--- src/rtl/mux_seq_pkg.sv ---
// Shared definitions for the mux selection sequencer: FSM state encoding
// and the width of the settle-time hold counter.
package mux_seq_pkg;

   typedef enum logic [1:0] {
      IDLE   = 2'd0,
      SETTLE = 2'd1,
      OFFER  = 2'd2,
      DONE   = 2'd3
   } seq_state_t;

   localparam int HOLD_W = 8;

endpackage

--- src/rtl/hold_counter.sv ---
// Loadable down-counter with a zero flag. It counts the settle cycles spent
// at each selection code. A load takes priority over a decrement, and the
// count never wraps below zero.
module hold_counter
   import mux_seq_pkg::*;
(
   input  logic              clk,
   input  logic              rst,
   input  logic              load,
   input  logic [HOLD_W-1:0] load_val,
   input  logic              dec,
   output logic              zero
);

   logic [HOLD_W-1:0] count;

   // Load or count down, saturating at zero.
   always_ff @(posedge clk or posedge rst) begin
      if (rst) begin
         count <= '0;
      end else if (load) begin
         count <= load_val;
      end else if (dec && (count != '0)) begin
         count <= count - 1'b1;
      end
   end

   assign zero = (count == '0);

endmodule

--- src/rtl/mux_sel_sequencer.sv ---
// Sweeps the select input of a 16:1 mux through a programmed range of codes.
// At each code it waits a settle time, samples the mux output, and offers the
// sample downstream.
// Optional feature: define MUX_SEQ_CHECKSUM_EN to build a running XOR of
// accepted samples on `checksum`. Otherwise `checksum` is tied to zero.
//
// Handshake: a sample transfers on any rising edge where sample_valid and
// sample_ready are both high. While sample_valid is high and the transfer has
// not happened, sample_data and sample_idx hold steady. sample_ready has no
// effect while sample_valid is low.
module mux_sel_sequencer
   import mux_seq_pkg::*;
#(
   parameter int NBITS       = 4,
   parameter int NSEL        = 4,
   parameter int HOLD_CYCLES = 8
) (
   input  logic             clk,
   input  logic             rst,
   input  logic             start,
   input  logic [NSEL-1:0]  first_sel,
   input  logic [NSEL-1:0]  last_sel,
   output logic [NSEL-1:0]  selection,
   input  logic [NBITS-1:0] mux_out,
   output logic             sample_valid,
   output logic [NBITS-1:0] sample_data,
   output logic [NSEL-1:0]  sample_idx,
   input  logic             sample_ready,
   output logic             busy,
   output logic             done,
   output logic [NBITS-1:0] checksum,
   output seq_state_t       dbg_state
);

   // The counter is loaded with HOLD_CYCLES-1 because the edge that leaves
   // SETTLE is itself one of the settle cycles.
   localparam logic [HOLD_W-1:0] HOLD_LOAD = HOLD_W'(HOLD_CYCLES - 1);

   seq_state_t       state, state_nx;
   logic [NSEL-1:0]  last_q, last_nx;
   logic [NSEL-1:0]  sel_nx;
   logic             valid_nx;
   logic [NBITS-1:0] data_nx;
   logic [NSEL-1:0]  idx_nx;
   logic             busy_nx;
   logic             done_nx;
   logic             hold_load;
   logic             hold_dec;
   logic             hold_zero;
   logic             handshake;

   assign handshake = sample_valid && sample_ready;
   assign dbg_state = state;

   hold_counter u_hold (
      .clk      (clk),
      .rst      (rst),
      .load     (hold_load),
      .load_val (HOLD_LOAD),
      .dec      (hold_dec),
      .zero     (hold_zero)
   );

   // State and output registers. Every output is registered, so a reset
   // clears them all at once.
   always_ff @(posedge clk or posedge rst) begin
      if (rst) begin
         state        <= IDLE;
         last_q       <= '0;
         selection    <= '0;
         sample_valid <= 1'b0;
         sample_data  <= '0;
         sample_idx   <= '0;
         busy         <= 1'b0;
         done         <= 1'b0;
      end else begin
         state        <= state_nx;
         last_q       <= last_nx;
         selection    <= sel_nx;
         sample_valid <= valid_nx;
         sample_data  <= data_nx;
         sample_idx   <= idx_nx;
         busy         <= busy_nx;
         done         <= done_nx;
      end
   end

   // Next-state and next-output logic. Only the last code is kept from the
   // start request, because `selection` itself carries the first code.
   always_comb begin
      state_nx  = state;
      last_nx   = last_q;
      sel_nx    = selection;
      valid_nx  = sample_valid;
      data_nx   = sample_data;
      idx_nx    = sample_idx;
      busy_nx   = busy;
      done_nx   = 1'b0;
      hold_load = 1'b0;
      hold_dec  = 1'b0;
      case (state)
         IDLE: begin
            if (start) begin
               last_nx   = last_sel;
               sel_nx    = first_sel;
               busy_nx   = 1'b1;
               hold_load = 1'b1;
               state_nx  = SETTLE;
            end
         end
         SETTLE: begin
            if (hold_zero) begin
               data_nx  = mux_out;
               idx_nx   = selection;
               valid_nx = 1'b1;
               state_nx = OFFER;
            end else begin
               hold_dec = 1'b1;
            end
         end
         OFFER: begin
            if (handshake) begin
               valid_nx = 1'b0;
               if (selection == last_q) begin
                  done_nx  = 1'b1;
                  state_nx = DONE;
               end else begin
                  sel_nx    = selection + 1'b1;
                  hold_load = 1'b1;
                  state_nx  = SETTLE;
               end
            end
         end
         DONE: begin
            busy_nx  = 1'b0;
            state_nx = IDLE;
         end
         default: begin
            state_nx = IDLE;
         end
      endcase
   end

`ifdef MUX_SEQ_CHECKSUM_EN
   logic [NBITS-1:0] cs_q;

   // Running XOR of accepted samples, cleared by each accepted start.
   always_ff @(posedge clk or posedge rst) begin
      if (rst) begin
         cs_q <= '0;
      end else if ((state == IDLE) && start) begin
         cs_q <= '0;
      end else if ((state == OFFER) && handshake) begin
         cs_q <= cs_q ^ sample_data;
      end
   end

   assign checksum = cs_q;
`else
   assign checksum = '0;
`endif

endmodule

--- config.mk ---
export PLATFORM = sky130hd
export DESIGN_NAME = mux_sel_sequencer
export DESIGN_NICKNAME = d
export VERILOG_FILES = /design/src/rtl/mux_seq_pkg.sv /design/src/rtl/hold_counter.sv /design/src/rtl/mux_sel_sequencer.sv
export SDC_FILE = /design/constraint.sdc
export NUM_CORES = 1
export LEC_CHECK = 0
export ABC_AREA = 1
export CAP_MARGIN = 0
export CORE_MARGIN = 2
export CORE_UTILIZATION = 55
export CTS_BUF_LIST = sky130_fd_sc_hd__clkbuf_4 sky130_fd_sc_hd__clkbuf_8
export DETAILED_ROUTE_END_ITERATION = 6
export GPL_ROUTABILITY_DRIVEN = 0
export PLACE_DENSITY = 0.91
export SYNTH_ARGS = -nofsm -noshare
export SYNTH_HDL_FRONTEND = slang
export SYNTH_SLANG_ARGS = --single-unit
--- constraint.sdc ---
create_clock -name clk -period 3.9 [get_ports clk]
set_clock_uncertainty 0.05 [all_clocks]
set_input_delay 0.39 -clock clk [delete_from_list [all_inputs] [get_ports clk]]
set_output_delay 0.39 -clock clk [all_outputs]
set_load 0.05 [all_outputs]
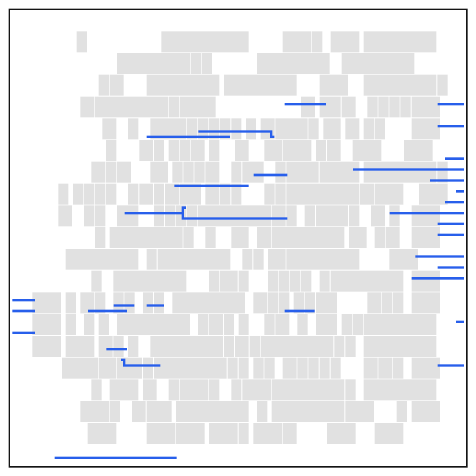
(images/layer_met3.png)
Drawn at 8 px/um. Cells faint in the background.
main direction = horizontal
longest straight run = 14.9 um
wire length on this layer = 164 um
WL final: 2967 um
Vias: 1357

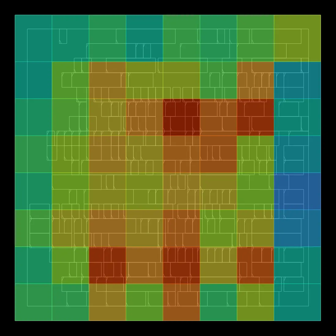
(images/congestion.png)
GR Util met3: 0.06349
post-route core utilization: 0.7165
GR Layer Usage met1: 0.2714
GR Util met2: 0.3415
aggregate global-route resource usage: 0.2143

==> flow_summary_export.csv <==
group,metric,value,unit
final_timing,worstMarginPinSlew,1034,ps
yosys,ys_sh_adder,0.02429,
finish,sh_seq_area,0.3737,
clocking,clkTransAtPathRegs,90,ps
final_timing,fin_crit_sh,0.5410,
setup_path,reg2reg_from,"u_hold.count[0]",
yosys,top_area_cell,"dfrtp_1",
yosys,synth_cells,204,
clocking,postCtsResizedCells,0,
finish,top_area_cell_class,"registers",
yosys,yosysWarnings,0,
setup_path,max_stage_delay,860,ps
setup_path,required,3460,ps
status,status,"completed",
finish,comb_area,670.6,sq um
final_timing,hold_viol_final,0,
yosys,yosysUniqueCellTypes,24,
final_timing,layout_setup_ws,1790,ps
clocking,htree_levels,2,
yosys,synthTopCellsByArea,"dfrtp_1 (47%), nand2_1 (17%), nand3_1 (5.8%), nor2_1 (4.6%), inv_1 (4.1%)",
yosys,synthMuxAreaShare,0.006478,
floorplanning,io_pins,37,
setup_path,r2r_slack,2270,ps
final_timing,setup-tns-final,0,ps
setup_path,start_kind,"flop",
setup_path,path_max_fanout,7,
job,warning_count,27,
floorplanning,die_w,57.01,um
pwr,power_frac_comb,0.053,
floorplanning,well_tap_count,31,
final_timing,fmax,474.0,MHz
pwr,p_seq_frac,0.507,
finish,nets,257,
finish,n_fill_cell,219,
setup_path,cpMaxStageDelayCell,"clkdlybuf4s50_1",
yosys,top_area_frac,0.4696,
worst_hold_path,min_path_type,"reg2reg",
finish,largest-register,"u_hold.count",
pwr,powerDensity,305.4,mW/mm^2
worst_hold_path,hp-start,"sample_data[3]",
final_timing,rsz0062_at_grt,"false",
global_routing,grt_pass1_wl,5402,um
pwr,power.leakage,0.0009717,uW
finish,largest_reg_flops,8,
placed_design,dp_slack,1957,ps
route,drt_iter0_drc,49,
pwr,comb-power,31.4,uW
pwr,p_int,474.4,uW
clocking,cts_buffers,5,
yosys,ys.flops,29,
yosys,yosys.area_share.xor_xnor,0.005668,
placed_design,numPortBuffers,32,
yosys,yosys.area_share.simple,0.3368,
floorplanning,die_y,57.01,um
route,ant_nets,0,
floorplanning,fp-row-count,19,
route,dr.pass1.iters,4,
setup_path,worstRegToRegCells,6,
yosys,synth-main-ff-cell,"dfrtp_1",
pwr,switchingPower,118.5,uW
job,maxCapViolCount,0,
finish,diodes,0,
pwr,maxPowerGroup,"sequential cells",
finish,seq_area,725.7,sq um
setup_path,critPathKind,"reg2out",
setup_path,crit_chain,"clkdlybuf4s50_1",
pwr,power,593.0,uW
finish,area_delta_synth_final,25.67,%
pwr,swShare,0.1999,
finish,clkCellAreaFrac,0.04575,
yosys,yosysChipArea,0.001545,sq mm
setup_path,crit_start,"selection[2]",
setup_path,crit_cells,1,
global_routing,overflow,0,
setup_path,path_buffers,1,
clocking,postCtsHoldBufs,0,
yosys,ys_cells,204,
clocking,cts-root-buf,"clkbuf_4",
finish,comb_share,0.3454,
global_routing,antenna_found_initial,0,
finish,lay_top_cells,"nand2_1 (68), clkdlybuf4s50_1 (32), dfrtp_1 (29), nor2_1 (19), nand3_1 (18)",
global_routing,first_global_vias,1275,
route,wire_per_inst,10.99,um
clocking,cts_tree,"built",
finish,flop-count,29,
yosys,synthTopLogicFamily,"simple AND/OR/NAND/NOR gates",
final_timing,relSlewSlack,0.3101,
setup_path,rr_endpoint,"u_hold.count[0]",
yosys,postSynthSeqShare,0.4696,
yosys,edf_count,0,
setup_path,cp.arrival,1670,ps
worst_hold_path,holdPathStages,2,
floorplanning,chipArea,0.003250,sq mm
placed_design,hpwl,2255,um
finish,buf_share,0.1649,
route,vias_per_cell,5.026,
finish,signal_buffers,32,
finish,nClkBuffers,7,
yosys,async_reset_ff_frac,1.000,
setup_path,crit_path_end_kind,"output port",
route,drc,0,
setup_path,worstSetupEndpoint,"selection[2]",
yosys,most_common_cell,"nand2_1",
yosys,top_cells_by_count,"nand2_1 (68), dfrtp_1 (29), nor2_1 (19), nand3_1 (18), inv_1 (17)",
yosys,synthAoiAreaFrac,0.05101,
final_timing,finalMaxSlewViolations,0,
yosys,synth_area,0.001545,sq mm
clocking,clock_sinks,29,
finish,drive_gt1_frac,0.1088,
finish,final_common_cell,"nand2_1",
clocking,cts_setup_buffers,0,
finish,inv_count,26,
global_routing,grt_max_degree,30,
pwr,vdd_drop_max,231.4,uV
yosys,syn_avg_cell_area,7.575,sq um
pwr,seq-power,300,uW
clocking,clockBufferDepth,2,
final_timing,period_needed,2110,ps
worst_hold_path,hold_path_end,"sample_data[3]",
final_timing,setup_violations,0,
setup_path,cp_top_family,"buffers and inverters",
finish,comb_cells,144,
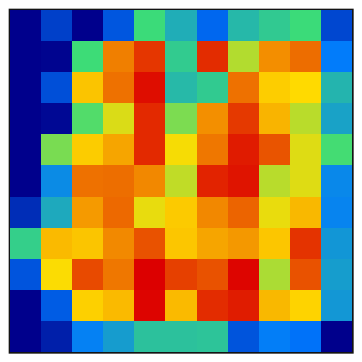
(images/cell_density.png)
Drawn at 6 px/um. The die is cut into 11 by 11 equal tiles; dark blue is low, red is high, 0 to 100% covered.
densest ninth of the die = centre
fullest tile = 100%
mean over tiles = 59%
core box area: 0.002710 sq mm
fp_density: 0.5702

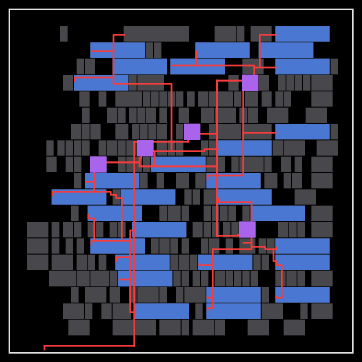
(images/clk_routes.png)
Drawn at 6 px/um.
clock wires -> red  # length 353 um
clock drivers -> purple  # count 5
flip-flops -> blue  # count 29
routed clock nets = 6
clk ins delay skew pair: 320 ps
clock share of power: 0.440
Clock net power: 261 uW

metal layers:
metal	global-route usage	share of wire	up-vias
li1	-	-	693
met1	0.2714	0.45	618
met2	0.3415	0.48	40
met3	0.06349	0.055	6
met4	0.09635	0.020	0
met5	0	0	-
metrics by stage:
| step | util | hold WS (ps) | cells | area (sq um) |
|---|---|---|---|---|
| after floorplan | - | 415.2 | 207 | 1556 |
| after global placement | 0.6837 | 402.2 | 262 | 1853 |
| after detailed placement | 0.6837 | 412.3 | 262 | 1853 |
| after CTS | 0.7165 | 435.4 | 270 | 1942 |
| after global routing | 0.7165 | 455.8 | 270 | 1942 |
| final | 0.7165 | 435.9 | 270 | 1942 |
kinds of logic after synthesis:
family	after synthesis
fa+ha+maj	3
buf+inv	34
xor+xnor	1
compound gates	15
other cells	1
mux	1
simple gates	120
flops	29
Power and IR drop assume default switching activity.
